[src/rtl/id_ex_stage.sv]
// ID/EX pipeline register with load-use bubble insertion and stall request.
// Define ID_EX_WB_BYPASS_EN to forward the write-back port into ex_a/ex_b.
module id_ex_stage #(
  parameter int CTRL_W = 8,
  parameter int CNT_W  = 16
) (
  input  logic              clk,
  input  logic              rst,
  input  logic              id_valid,
  input  logic [4:0]        id_rs,
  input  logic [4:0]        id_rt,
  input  logic [4:0]        id_rd,
  input  logic              id_uses_rt,
  input  logic [31:0]       id_imm,
  input  logic [CTRL_W-1:0] id_ctrl,
  input  logic [31:0]       ReadData1,
  input  logic [31:0]       ReadData2,
  input  logic              wb_we,
  input  logic [4:0]        wb_waddr,
  input  logic [31:0]       wb_wdata,
  input  logic              flush,
  input  logic              ex_hold,
  output logic              stall_out,
  output logic              ex_valid,
  output logic [4:0]        ex_rs,
  output logic [4:0]        ex_rt,
  output logic [4:0]        ex_rd,
  output logic [31:0]       ex_imm,
  output logic [CTRL_W-1:0] ex_ctrl,
  output logic [31:0]       ex_a,
  output logic [31:0]       ex_b,
  output logic [CNT_W-1:0]  stall_cnt
);

  logic        ex_is_load;
  logic        rs_hit;
  logic        rt_hit;
  logic        load_use;
  logic        bubble;
  logic [31:0] op_a;
  logic [31:0] op_b;

  assign ex_is_load = ex_valid & ex_ctrl[1] & (ex_rt != 5'd0);
  assign rs_hit     = (ex_rt == id_rs);
  assign rt_hit     = id_uses_rt & (ex_rt == id_rt);
  assign load_use   = ex_is_load & id_valid & (rs_hit | rt_hit);
  assign stall_out  = (load_use & ~flush) | ex_hold;
  assign bubble     = flush | load_use;

`ifdef ID_EX_WB_BYPASS_EN
  // Same-edge RF write is not yet visible in ReadData, so forward it.
  logic byp_a;
  logic byp_b;

  assign byp_a = wb_we & (wb_waddr == id_rs) & (id_rs != 5'd0);
  assign byp_b = wb_we & (wb_waddr == id_rt) & (id_rt != 5'd0);
  assign op_a  = byp_a ? wb_wdata : ReadData1;
  assign op_b  = byp_b ? wb_wdata : ReadData2;
`else
  logic unused_wb;

  assign unused_wb = ^{wb_we, wb_waddr, wb_wdata};
  assign op_a      = ReadData1;
  assign op_b      = ReadData2;
`endif

  always_ff @(posedge clk) begin
    if (rst) begin
      ex_valid  <= 1'b0;
      ex_rs     <= '0;
      ex_rt     <= '0;
      ex_rd     <= '0;
      ex_imm    <= '0;
      ex_ctrl   <= '0;
      ex_a      <= '0;
      ex_b      <= '0;
      stall_cnt <= '0;
    end else if (!ex_hold) begin
      ex_rs  <= id_rs;
      ex_rt  <= id_rt;
      ex_rd  <= id_rd;
      ex_imm <= id_imm;
      ex_a   <= op_a;
      ex_b   <= op_b;
      if (bubble) begin
        ex_valid <= 1'b0;
        ex_ctrl  <= '0;
      end else begin
        ex_valid <= id_valid;
        ex_ctrl  <= id_valid ? id_ctrl : '0;
      end
      if (load_use && !flush && (stall_cnt != '1))
        stall_cnt <= stall_cnt + CNT_W'(1);
    end
  end

endmodule

[config.mk]
export PLATFORM = sky130hd
export DESIGN_NAME = id_ex_stage
export DESIGN_NICKNAME = d
export VERILOG_FILES = /design/src/rtl/id_ex_stage.sv
export SDC_FILE = /design/constraint.sdc
export NUM_CORES = 1
export LEC_CHECK = 0
export CORE_MARGIN = 3
export CORE_UTILIZATION = 24
export CTS_CLUSTER_DIAMETER = 60
export CTS_CLUSTER_SIZE = 8
export DETAILED_ROUTE_END_ITERATION = 7
export SLEW_MARGIN = 20
export SYNTH_ARGS = -nofsm -noshare
export SYNTH_HDL_FRONTEND = slang
export SYNTH_SLANG_ARGS = --single-unit
[constraint.sdc]
create_clock -name clk -period 2.7 [get_ports clk]
set_clock_uncertainty 0.2 [all_clocks]
set_input_delay 0.54 -clock clk [delete_from_list [all_inputs] [get_ports clk]]
set_output_delay 0.54 -clock clk [all_outputs]
set_load 0.1 [all_outputs]
### The clock network, run 1

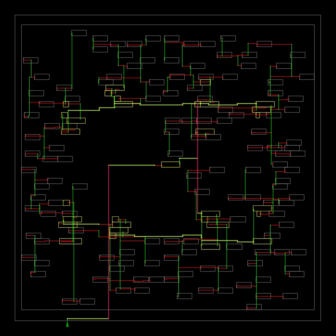
clock-net power: 2.31 mW
insertion delay at the late pin of the worst-skew pair: 410 ps
number of clock buffers in the layout: 18
Flops: 136
# clock sinks: 136

### Cell classes on the final placement, run 1

Scale: 2 px per um.
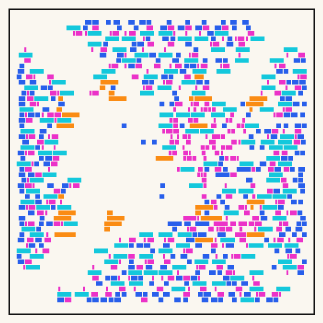
cyan -> flip-flops  # cells 136
magenta -> all other logic  # cells 327
blue -> other buffers and delay cells  # cells 277
orange -> clock drivers and dummy loads  # cells 31
cell area after layout: 8360 um2
flop share of the area: 32.7%
Std-Cell Core Area: 20600 um2
placement row count: 52

### Metal layers overlaid, run 1

Scale: 2 px per um.
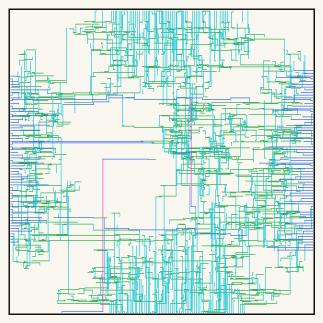
magenta -> met4  # wire length 131 um
cyan -> met2  # wire length 7160 um
blue -> met3  # wire length 1550 um
green -> met1  # wire length 6190 um

-- run 1: where the power goes --
| group | internal (mW) | switching [mW] | leakage [nW] | total (mW) |
|---|---|---|---|---|
| logic | 0.412 | 0.959 | 2.41 | 1.37 |
| clock network | 1.39 | 0.924 | 0.283 | 2.31 |
| registers | 2.11 | 0.0567 | 1.12 | 2.17 |
| total | 3.91 | 1.94 | 3.81 | 5.85 |
-- run 1: registers in the layout (all words and copies together), names as in the netlist --
signal and cells:
ex_ctrl 8, ex_rs 5, ex_valid 1, ex_rd 5, ex_rt 5, ex_b 32
stall_cnt 16, ex_a 32, ex_imm 32
==> flow_summary.ini, run 1 <==
; implementation run metrics
[clock_tree]
tritoncts = done
clock_buffer_count_from_cts = 17
hold_buffers = 0
clockBufferDepth = 2
clk_root_buffer_cell = sky130_fd_sc_hd__clkbuf_16

[logic_synthesis]
post_synth_and_or_nand_nor_area_fraction_pct = 14.4
enable_flop_cells = 0
ff_type = sky130_fd_sc_hd__dfxtp_1
synth_flops = 136
synth_top_area_share_pct = 53.4
synth.yosys.chip_area_um2 = 5100

[die]
floorplan.tapcells = 270
die_w_um = 152
chipArea_um2 = 23000

[detailed_routing]
avgViaCountPerCell = 4.23
detailedRoute.firstIterationViolations = 145
post-route-drc-count = 0
post_drt_wl_per_cell_um = 14.4
vias = 4407
highest-signal-layer = met4

[worst_setup_path]
worst-path-max-fanout = 2
reg_to_reg_critical_path_startpoint = ex_rt[1]
setup.worst_path.start = id_rt[0]
path_depth = 7
worstReg2RegEnd = stall_cnt[14]
critPathKind = in2out

[final_timing]
final_layout_setup_total_negative_slack_ps = 0
timing_worst_slew_pin_value_ps = 819
slew_headroom_pct = 45.4

[global_routing]
wire_length_of_the_first_global_routing_pass_um = 22900
global_route.usage.met1_pct = 14.8
grt_use_met2_pct = 21.3
grt_usage_pct = 12.8
grt_pass1_vias = 4343
grt_remaining_overflow = 0
grt_util_met3_pct = 5.77

[layout]
fillers = 2075
layout.cells.most_common_list = sky130_fd_sc_hd__buf_4, sky130_fd_sc_hd__dfxtp_1, sky130_fd_sc_hd__nor2_1
comb_area_share_pct = 27.0

[min_path]
hp-class = in2reg
min_to = ex_rt[2]

[pwr]
p_leak_nw = 3.81

[status]
outcome = completed

[placement]
dp_cells = 1007
==> run 2: changes to the inputs <==
--- a/config.mk
+++ b/config.mk
@@ -10,6 +10,7 @@
 export CTS_CLUSTER_DIAMETER = 60
 export CTS_CLUSTER_SIZE = 8
 export DETAILED_ROUTE_END_ITERATION = 7
+export GPL_ROUTABILITY_DRIVEN = 0
 export SLEW_MARGIN = 20
 export SYNTH_ARGS = -nofsm -noshare
 export SYNTH_HDL_FRONTEND = slang
### Placement density heat map, run 2

Scale: 2 px per um. 15 x 15 tiles, from black (low) to pale yellow (high), 0 to 100% covered.
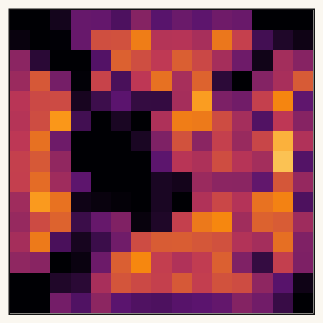
fullest tile = 87%
tiles over 75% full = 2.2%
nearly empty tiles = 14%
fp_density: 24.8%
Post-Route Utilization: 40.7%

==> flow_summary.ini, run 2 <==
; implementation run metrics
[pwr]
pg_clk_mw = 2.31
net_switching_mw = 1.94
power.share.combinational_pct = 23.4
top_power_group = the clock network
pwr.group.combinational_mw = 1.37
pwr-share-seq_pct = 37.0
power_switching_share_pct = 33.2
reported_sequential_group_power_mw = 2.17
p_leak_nw = 3.81

[logic_synthesis]
ff_type = sky130_fd_sc_hd__dfxtp_1
enable_flop_cells = 0

[clock_tree]
cts.sinks = 136
tritoncts = done
clk_root_buffer_cell = sky130_fd_sc_hd__clkbuf_16
clock_buffer_count_from_cts = 17
clockBufferDepth = 2

[worst_setup_path]
critPathKind = in2out
reg_to_reg_critical_path_startpoint = ex_rt[1]
path_depth = 7
worst-path-max-fanout = 2

[global_routing]
grt_remaining_overflow = 0
grt_use_met2_pct = 21.3
grt_pass1_vias = 4343
global_route.usage.met1_pct = 14.8
wire_length_of_the_first_global_routing_pass_um = 22900

[layout]
layout.cell_area.non_filler_um2 = 8360
layout.cells.most_common_list = sky130_fd_sc_hd__buf_4, sky130_fd_sc_hd__dfxtp_1, sky130_fd_sc_hd__nor2_1
reg.largest.list = ex_a (32), ex_b (32), ex_imm (32)

[detailed_routing]
detailedRoute.firstIterationViolations = 145
avgViaCountPerCell = 4.23
highest-signal-layer = met4
post-route-drc-count = 0

[die]
fp.coreArea_um2 = 20600
rows = 52

[min_path]
hp-class = in2reg
min_to = ex_rt[2]

[final_timing]
timing_worst_slew_pin_value_ps = 819

[placement]
dp_cells = 1007

[status]
outcome = completed
[run 2: cell type report]
type | count | area, um2 | area share [%]
sequential | 136 | 2730 | 32.7
tap | 270 | 338 | 4.04
clock buffer | 18 | 439 | 5.25
clock inverter | 13 | 146 | 1.75
timing repair buffer | 277 | 2440 | 29.2
inverter | 1 | 3.75 | 0.0449
multi-input combinational | 326 | 2260 | 27.0
[run 2: kinds of logic after synthesis]
| family | count (synthesis) | share of synthesized area, % |
|---|---|---|
| xor gates and xnor gates | 14 | 2.41 |
| AOI/OAI and AO/OA | 34 | 4.88 |
| DFF | 136 | 53.4 |
| muxes | 112 | 22.0 |
| and+or+nand+nor | 165 | 14.4 |
| adders and majority gates | 1 | 0.245 |
| buffers and inverters | 31 | 2.65 |
Power figures rest on the tool's default switching activity, not on a simulated workload.
